Figure 1. Routing congestion map (run 1).
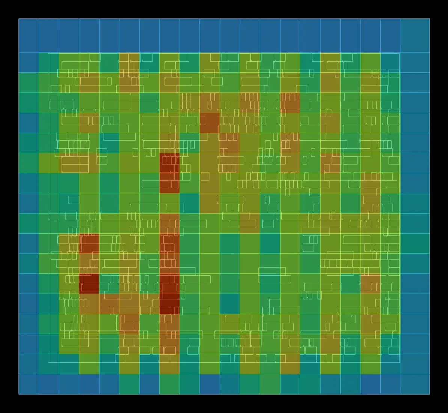
Figure 2. Sequential cells colored by netlist name (run 1).
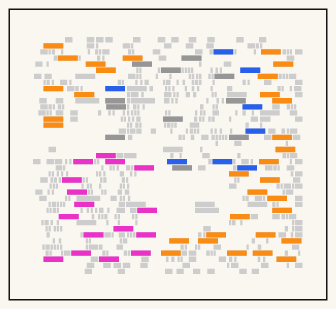
Figure 3. Supply network (run 1).
Bar = 50 um. Pins as bars on the die edge. Tap cells in gray.
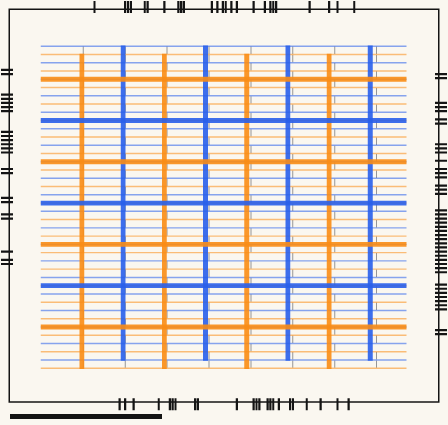
==> config.mk <==
export PLATFORM = sky130hd
export DESIGN_NAME = instr_fetch_ctrl
export DESIGN_NICKNAME = d
export VERILOG_FILES = /design/src/rtl/fetch_pkg.sv /design/src/rtl/instr_fetch_ctrl.sv
export SDC_FILE = /design/constraint.sdc
export NUM_CORES = 1
export LEC_CHECK = 0
export ABC_AREA = 1
export CAP_MARGIN = 20
export CORE_ASPECT_RATIO = 0.9
export CORE_MARGIN = 10
export CORE_UTILIZATION = 25
export DETAILED_ROUTE_END_ITERATION = 12
export GPL_ROUTABILITY_DRIVEN = 0
export PLACE_DENSITY_LB_ADDON = 0.05
export SETUP_SLACK_MARGIN = 0.02
export SLEW_MARGIN = 20
export SYNTH_ARGS = -nofsm -noshare
export SYNTH_HDL_FRONTEND = slang
export SYNTH_SLANG_ARGS = --single-unit
==> constraint.sdc <==
create_clock -name clk -period 8.1 [get_ports clk]
set_clock_uncertainty 0.2 [all_clocks]
set_input_delay 2.43 -clock clk [delete_from_list [all_inputs] [get_ports clk]]
set_output_delay 2.43 -clock clk [all_outputs]
set_load 0.02 [all_outputs]
==> src/rtl/fetch_pkg.sv <==
// Shared types and defaults for the instruction fetch sequencer.
package fetch_pkg;

   // Sequencer states: IDLE (parked), RUN (fetching), DRAIN (waiting for the held word to leave)
   typedef enum logic [1:0] {
      IDLE  = 2'd0,
      RUN   = 2'd1,
      DRAIN = 2'd2
   } fetch_state_t;

   localparam int unsigned ADDR_W_DEF   = 8;
   localparam int unsigned DATA_W_DEF   = 32;
   localparam int unsigned CNT_W_DEF    = 16;
   localparam int unsigned RESET_PC_DEF = 0;

endpackage : fetch_pkg

==> src/rtl/instr_fetch_ctrl.sv <==
// Instruction fetch sequencer: owns the PC, addresses the combinational
// instruction ROM, captures each word into a one-entry output register and
// hands it to decode over valid/ready. Supports start/stop, redirects and a
// saturating count of delivered instructions.
module instr_fetch_ctrl
   import fetch_pkg::*;
#(
   parameter int unsigned ADDR_W   = ADDR_W_DEF,
   parameter int unsigned DATA_W   = DATA_W_DEF,
   parameter int unsigned RESET_PC = RESET_PC_DEF,
   parameter int unsigned CNT_W    = CNT_W_DEF
) (
   input  logic              clk,
   input  logic              reset,
   input  logic              start,
   input  logic              stop,
   input  logic              redirect,
   input  logic [ADDR_W-1:0] redirect_pc,
   output logic [ADDR_W-1:0] imem_addr,
   input  logic [DATA_W-1:0] imem_rd,
   output logic [DATA_W-1:0] instr,
   output logic [ADDR_W-1:0] instr_pc,
   output logic              instr_valid,
   input  logic              instr_ready,
   output logic              busy,
   output logic [CNT_W-1:0]  fetch_count
);

   localparam logic [ADDR_W-1:0] PC_INIT = ADDR_W'(RESET_PC);

   fetch_state_t      state_q, state_d;
   logic [ADDR_W-1:0] pc_q, pc_d;
   logic [DATA_W-1:0] instr_q, instr_d;
   logic [ADDR_W-1:0] instr_pc_q, instr_pc_d;
   logic              valid_q, valid_d;
   logic [CNT_W-1:0]  cnt_q, cnt_d;

   logic              reg_free;
   logic              handshake;

   // The output register can take a new word when empty or being consumed now
   assign reg_free  = !valid_q || instr_ready;
   assign handshake = valid_q && instr_ready;

   // Next-state, PC and output-register control; redirect outranks fetch, stop outranks fetch
   always_comb begin
      state_d    = state_q;
      pc_d       = pc_q;
      instr_d    = instr_q;
      instr_pc_d = instr_pc_q;
      valid_d    = valid_q;

      case (state_q)
         IDLE: begin
            // Redirect while parked just presets the start address
            if (redirect) begin
               pc_d = redirect_pc;
            end
            if (start) begin
               state_d = RUN;
            end
         end

         RUN: begin
            if (stop) begin
               // No capture on the stop cycle; park at once unless a word must drain
               if (reg_free || redirect) begin
                  state_d = IDLE;
                  valid_d = 1'b0;
               end else begin
                  state_d = DRAIN;
               end
               if (redirect) begin
                  pc_d = redirect_pc;
               end
            end else if (redirect) begin
               // Flush the held word regardless of ready; target fetch happens next cycle
               pc_d    = redirect_pc;
               valid_d = 1'b0;
            end else if (reg_free) begin
               instr_d    = imem_rd;
               instr_pc_d = pc_q;
               valid_d    = 1'b1;
               pc_d       = pc_q + ADDR_W'(1);
            end
         end

         DRAIN: begin
            if (redirect) begin
               pc_d    = redirect_pc;
               valid_d = 1'b0;
               state_d = IDLE;
            end else if (instr_ready) begin
               valid_d = 1'b0;
               state_d = IDLE;
            end
         end

         default: begin
            state_d = IDLE;
            valid_d = 1'b0;
         end
      endcase
   end

   // Delivered-instruction counter: flushed words never count, holds at all-ones
   always_comb begin
      cnt_d = cnt_q;
      if (handshake && !redirect && (cnt_q != {CNT_W{1'b1}})) begin
         cnt_d = cnt_q + CNT_W'(1);
      end
   end

   // State, PC, output register and counter; asynchronous reset discards everything
   always_ff @(posedge clk or posedge reset) begin
      if (reset) begin
         state_q    <= IDLE;
         pc_q       <= PC_INIT;
         instr_q    <= '0;
         instr_pc_q <= '0;
         valid_q    <= 1'b0;
         cnt_q      <= '0;
      end else begin
         state_q    <= state_d;
         pc_q       <= pc_d;
         instr_q    <= instr_d;
         instr_pc_q <= instr_pc_d;
         valid_q    <= valid_d;
         cnt_q      <= cnt_d;
      end
   end

   assign imem_addr   = pc_q;
   assign instr       = instr_q;
   assign instr_pc    = instr_pc_q;
   assign instr_valid = valid_q;
   assign busy        = (state_q != IDLE);
   assign fetch_count = cnt_q;

endmodule : instr_fetch_ctrl

==> GITHUB_STEP_SUMMARY, run 1 <==
### Flow metrics

| Metric | Value |
|---|---|
| Status | `finished, final reports clean` |
| Setup TNS | `0 ps` |
| Post-cts resize count | `0` |
| Kind of end point of the critical path | `output pin` |
| Dpl cells | `704` |
| Final Max-Slew Violation Tally | `0` |
| Cell depth of the worst min-delay path | `2` |
| Power consumed by the clock network | `0.495 mW` |
| Number of DRC markers in iteration 0 | `171` |
| Count of library flops with an enable pin | `0` |
| Routed wire length | `9630 um` |
| Number of optimization iterations in the first detailed-route pass | `4` |
| Met1 layer usage reported by global route | `13.3%` |
| Share of flip-flops with an asynchronous set or reset after synthesis | `100%` |
| End of the worst register-to-register path | `fetch_count[6]$_DFFE_PP0P_` |
| Number of top-level design ports | `112` |
| Worst hold slack after final layout | `282 ps` |
| HPWL reported at the end of detailed placement | `6870 um` |
| Adder-cell area share of the yosys netlist | `0.760%` |
| Number of flip-flops under the largest register name | `32` |
| Cell taking the most area after synthesis | `sky130_fd_sc_hd__dfrtp_1` |
| Maximum clock frequency | `238 MHz` |
| Worst min-delay path startpoint | `instr_pc[4]$_DFFE_PP0P_` |
| Antenna diodes | `0` |
| Final core utilization | `38.7%` |
| Root buffer cell | `sky130_fd_sc_hd__clkbuf_16` |
| Post-Synth Simple-Gate Area | `28.1%` |
| Fraction of power consumed by sequential logic | `33.4%` |
| Warning count from the yosys run | `0` |
| Total die size | `18200 um2` |
| Antenna violations before repair | `1` |
| R2R Path Start | `fetch_count[0]$_DFFE_PP0P_` |
| Cts-stage hold buffer count | `0` |
| Internal power of the cells | `0.984 mW` |
| Leftover overflow at the end of global routing | `0` |
| Xor/xnor share of the synthesized area | `2.39%` |
| Sequential share of the synthesized area | `50.9%` |
| Compound Share, Synth | `8.70%` |
| Number of nets at the end of the flow | `599` |
| Post-CTS Setup Repair Bufs | `0` |
| Arrival @ worst endpoint | `1570 ps` |
| Slack of the worst reg-to-reg path | `5920 ps` |
| Measured slew at the worst slew-check pin | `883 ps` |
## Picture notes: Figure 1
met2 track demand over resource in global routing: 16.0%
met3 global-route usage: 5.74%
global routing's busiest layer: met2
GRT Total Usage: 10.8%
Routed wire per std cell: 13.4 um

## Picture notes: Figure 2
netlist name	color	sequential cells
instr_pc	blue	8
fetch_count	magenta	16
instr	orange	32
not colored	11

## Picture notes: Figure 3
net	color
VDD	blue
VSS	orange
met4 straps	8
tap cells	164

-- run 1: final cells by class --
cell class	instances	area share (%)
flip-flops and latches	67	33.9
multi-input cells	296	26.6
repair buffers	114	22.9
clock buffers	10	4.83
inverters	63	4.83
well taps	164	4.15
clock inverters	6	2.76
-- run 1: routing by layer --
layer	routed length, um	part of all wire [%]
met5	11	0.11
met4	95	0.99
met3	836	8.7
met2	4090	42
met1	4600	48
-- run 1: worst max-delay path, cell delays in order, from the launching register on --
cell and delay [ps]:
sky130_fd_sc_hd__dfrtp_1 370, sky130_fd_sc_hd__inv_1 110, sky130_fd_sc_hd__nand2_1 120, sky130_fd_sc_hd__clkdlybuf4s50_1 640
==> run 2, diff against run 1 <==
==> constraint.sdc (replaced) <==
create_clock -name clk -period 3.86 [get_ports clk]
set_clock_uncertainty 0.2 [all_clocks]
set_input_delay 1.158 -clock clk [delete_from_list [all_inputs] [get_ports clk]]
set_output_delay 1.158 -clock clk [all_outputs]
set_load 0.02 [all_outputs]
Figure 4. Supply network (run 2).
Bar = 50 um. Pins as bars on the die edge. Tap cells in gray.
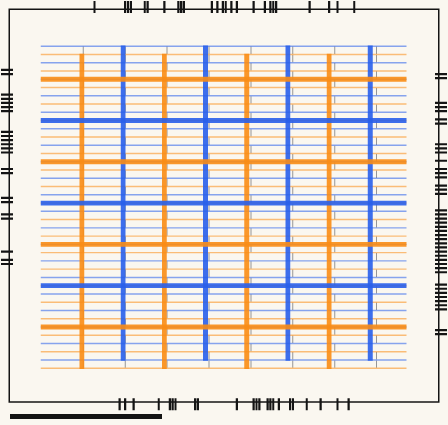
net	color
VSS	orange
VDD	blue
met1 rails	40
signal pins	112
tap cells	164
met5 straps	7

Figure 5. Sequential cells colored by netlist name (run 2).
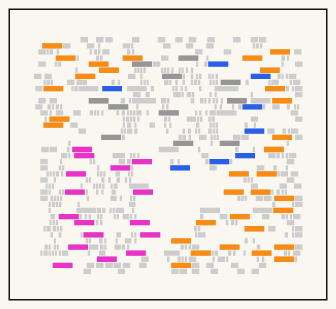
netlist name	color	sequential cells
fetch_count	magenta	16
instr_pc	blue	8
instr	orange	32

==> run 2 against run 1 <==
Register-to-register slack got worse by 4300 ps. Largest cell class unchanged. Critical path type unchanged. Sequential share of layout area increased by 0.29 points. Non-clock buffer count unchanged.
==> GITHUB_STEP_SUMMARY, run 2 <==
### Flow metrics

| Metric | Value |
|---|---|
| Status | `finished, final reports clean (unchanged)` |
| Total of plain and repair buffers excluding clock buffers | `114 (unchanged)` |
| Routed wire length | `9680 um (was 9630 um)` |
| Slowest stage cell, crit path | `sky130_fd_sc_hd__clkdlybuf4s50_1 (unchanged)` |
| Leftover overflow at the end of global routing | `0 (unchanged)` |
| Number of nets at the end of the flow | `599 (unchanged)` |
| Number of flip-flops under the largest register name | `32 (unchanged)` |
| Largest incremental delay on the critical path | `640 ps (about the same)` |
| Antenna diodes | `0 (unchanged)` |
| Compound Share, Synth | `8.70% (unchanged)` |
| Crit path buf inv count | `2 (unchanged)` |
| Dpl cells | `704 (unchanged)` |
| Top layer used by detailed routing | `met4 (was met5)` |
| Warning count from the yosys run | `0 (unchanged)` |
| Worst hold slack after final layout | `281 ps (was 282 ps)` |
| Number of top-level design ports | `112 (unchanged)` |
| Final Max-Slew Violation Tally | `0 (unchanged)` |
| Count of clock buffers in the final design | `12 (was 10)` |
| Root buffer cell | `sky130_fd_sc_hd__clkbuf_16 (unchanged)` |
| Cell breakdown of the critical path | `inv_1, nand2_1, clkdlybuf4s50_1 (unchanged)` |
| Routed wire per std cell | `13.5 um (was 13.4 um)` |
| End of the worst register-to-register path | `fetch_count[15]$_DFFE_PP0P_ (was fetch_count[6]$_DFFE_PP0P_)` |
| GRT Total Usage | `11.0% (was 10.8%)` |
| Largest class | `sequential cells (unchanged)` |
| FF+latch count | `67 (unchanged)` |
| Instance count on the critical path | `3 (unchanged)` |
| Number of multi-input combinational cells | `296 (unchanged)` |
| Power consumed by the clock network | `0.892 mW (was 0.495 mW)` |
| Category of cells accounting for the largest share of critical-path delay | `buffers and inverters (unchanged)` |
| Slack of the worst reg-to-reg path | `1650 ps (was 5920 ps)` |
| Fraction of power consumed by sequential logic | `35.1% (was 33.4%)` |
| Xor/xnor share of the synthesized area | `2.39% (unchanged)` |
| Fraction of area in clock buffers and inverters | `6.53% (was 7.59%)` |
| Total die size | `18200 um2 (unchanged)` |
| Post-Synth Simple-Gate Area | `28.1% (unchanged)` |
| Wire length the detailed router placed on met1 | `4600 um (about the same)` |
| Buffer share of cell area | `23.4% (was 22.9%)` |
| Final core utilization | `38.4% (was 38.7%)` |
Figure 6. A small window of the routed layout (run 2).
Window x 93 to 118, y 20 to 45 um. Cells in gray, sequential cells in the stronger gray; small squares are vias.
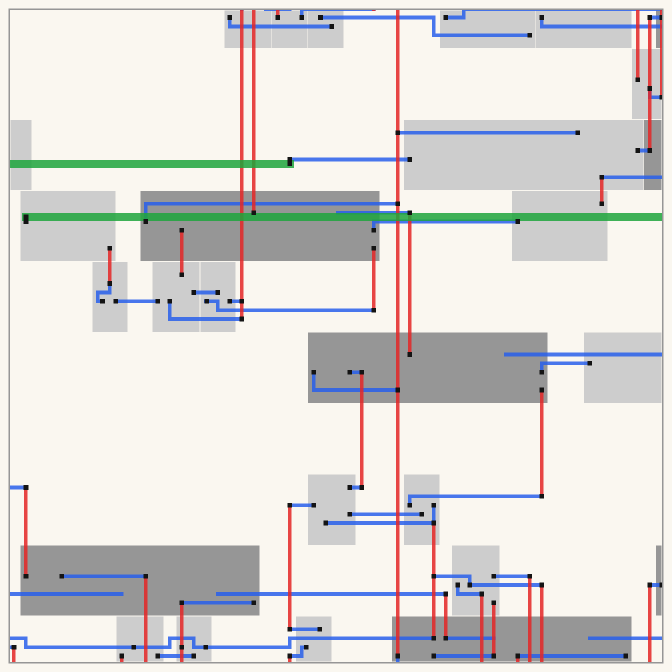
layer	color
metal 1	blue
metal 2	red
metal 3	green
sequential cells in the window	4
most frequent	clkdlybuf4s50_1 (5), nand2_1 (4), dfrtp_1 (4)
netlist names of flops here include	instr (4)
cells with their middle in the window	23

run 2: how the worst min path moves through the flow:
stage | cells past startpoint | end | from | slack (ps)
after floorplan | 3 | state_q[0]$_DFFE_PP0P_ | state_q[1]$_DFFE_PP0P_ | 350
after global placement | 2 | instr_pc[3]$_DFFE_PP0P_ | instr_pc[3]$_DFFE_PP0P_ | 270
after detailed placement | 2 | instr[28]$_DFFE_PP0P_ | instr[28]$_DFFE_PP0P_ | 270
after CTS | 2 | instr[22]$_DFFE_PP0P_ | instr[22]$_DFFE_PP0P_ | 290
after global routing | 2 | instr[27]$_DFFE_PP0P_ | instr[27]$_DFFE_PP0P_ | 320
final | 2 | instr[22]$_DFFE_PP0P_ | instr[22]$_DFFE_PP0P_ | 280
==> run 3, diff against run 2 <==
==> constraint.sdc (replaced) <==
create_clock -name clk -period 2.95 [get_ports clk]
set_clock_uncertainty 0.2 [all_clocks]
set_input_delay 0.885 -clock clk [delete_from_list [all_inputs] [get_ports clk]]
set_output_delay 0.885 -clock clk [all_outputs]
set_load 0.02 [all_outputs]
Figure 7. Sequential cells colored by netlist name (run 3).
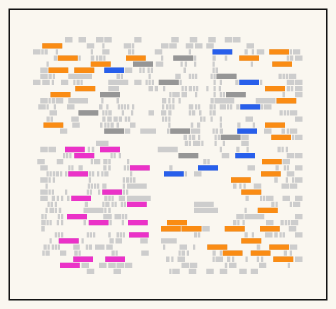
netlist name	color	sequential cells
instr_pc	blue	8
fetch_count	magenta	16
instr	orange	32

Figure 8. A small window of the routed layout (run 3).
Window x 93 to 118, y 20 to 45 um. Cells in gray, sequential cells in the stronger gray; small squares are vias.
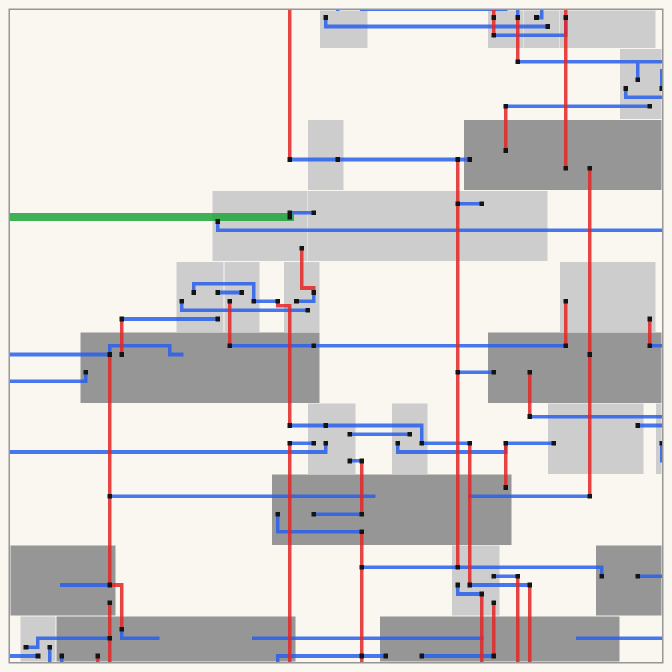
layer	color
metal 2	red
metal 3	green
metal 1	blue
sequential cells in the window	6
cells with their middle in the window	23
most frequent	dfrtp_1 (6), nand2_1 (4), clkdlybuf4s50_1 (4)
netlist names of flops here include	instr (6)

==> run 3 against run 2 <==
Via count shrank 1.6%. Register-to-register slack lost 880 ps. Global-route usage shrank 0.074 points. Die area is the same. Clock power grew about 40%. Non-clock buffer count grew 3. Clock-buffer cell count shrank 1. Critical endpoint unchanged. Cell area grew 1.2%. Sequential cell count is the same. First-iteration DRC count grew 11%. Sequential share of layout area shrank 0.40 points. Critical path depth is the same.
==> GITHUB_STEP_SUMMARY, run 3 <==
### Flow metrics

| Metric | Value |
|---|---|
| Fraction of power consumed by sequential logic | `34.3% (was 35.1%)` |
| GRT Total Usage | `10.9% (was 11.0%)` |
| Internal power of the cells | `2.62 mW (was 1.94 mW)` |
| Compound Share, Synth | `8.70% (unchanged)` |
| Slack of the worst reg-to-reg path | `770 ps (was 1650 ps)` |
| Cell taking the most area after synthesis | `sky130_fd_sc_hd__dfrtp_1 (unchanged)` |
| Worst hold path endpoint | `instr[13]$_DFFE_PP0P_ (was instr[22]$_DFFE_PP0P_)` |
| HPWL reported at the end of detailed placement | `6940 um (was 6910 um)` |
| Sequential share of the synthesized area | `50.9% (unchanged)` |
| Adder-cell area share of the yosys netlist | `0.760% (unchanged)` |
| Global routing's busiest layer | `met2 (unchanged)` |
| Maximum clock frequency | `384 MHz` |
| Total met2 wirelength after detailed routing | `4120 um (was 4140 um)` |
| Power consumed by the clock network | `1.25 mW (was 0.892 mW)` |
| Status | `finished, final reports clean (unchanged)` |
| Met3 global-route usage | `5.74% (was 4.89%)` |
| Warning count from the yosys run | `0 (unchanged)` |
| Final Max-Slew Violation Tally | `0 (unchanged)` |
| Leftover overflow at the end of global routing | `0 (unchanged)` |
| Met3 WL post-DR | `847 um (was 835 um)` |
Figure 9. Routing congestion map (run 3).
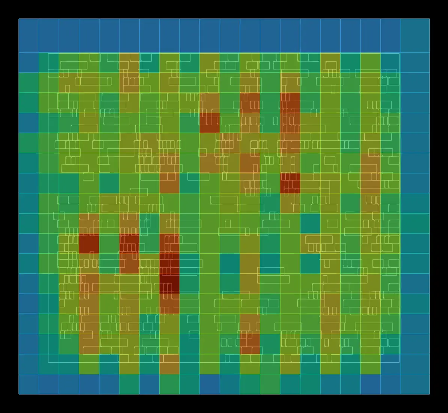
met1 layer usage reported by global route: 13.4%
met2 track demand over resource in global routing: 16.2%

## run 3: cell type report
| cell class | instances | area (um2) |
|---|---|---|
| well taps | 164 | 205 |
| flip-flops and latches | 67 | 1680 |
| inverters | 63 | 239 |
| multi-input cells | 296 | 1320 |
| fillers | 1338 | 7820 |
| clock inverters | 5 | 100 |
| clock buffers | 11 | 243 |
| repair buffers | 117 | 1180 |
## run 3: critical path: stages (launching register included)
cell,delay (ps)
sky130_fd_sc_hd__dfrtp_1,360
sky130_fd_sc_hd__inv_1,90
sky130_fd_sc_hd__nand2_1,100
sky130_fd_sc_hd__clkdlybuf4s50_1,630
Power and IR drop assume default switching activity.
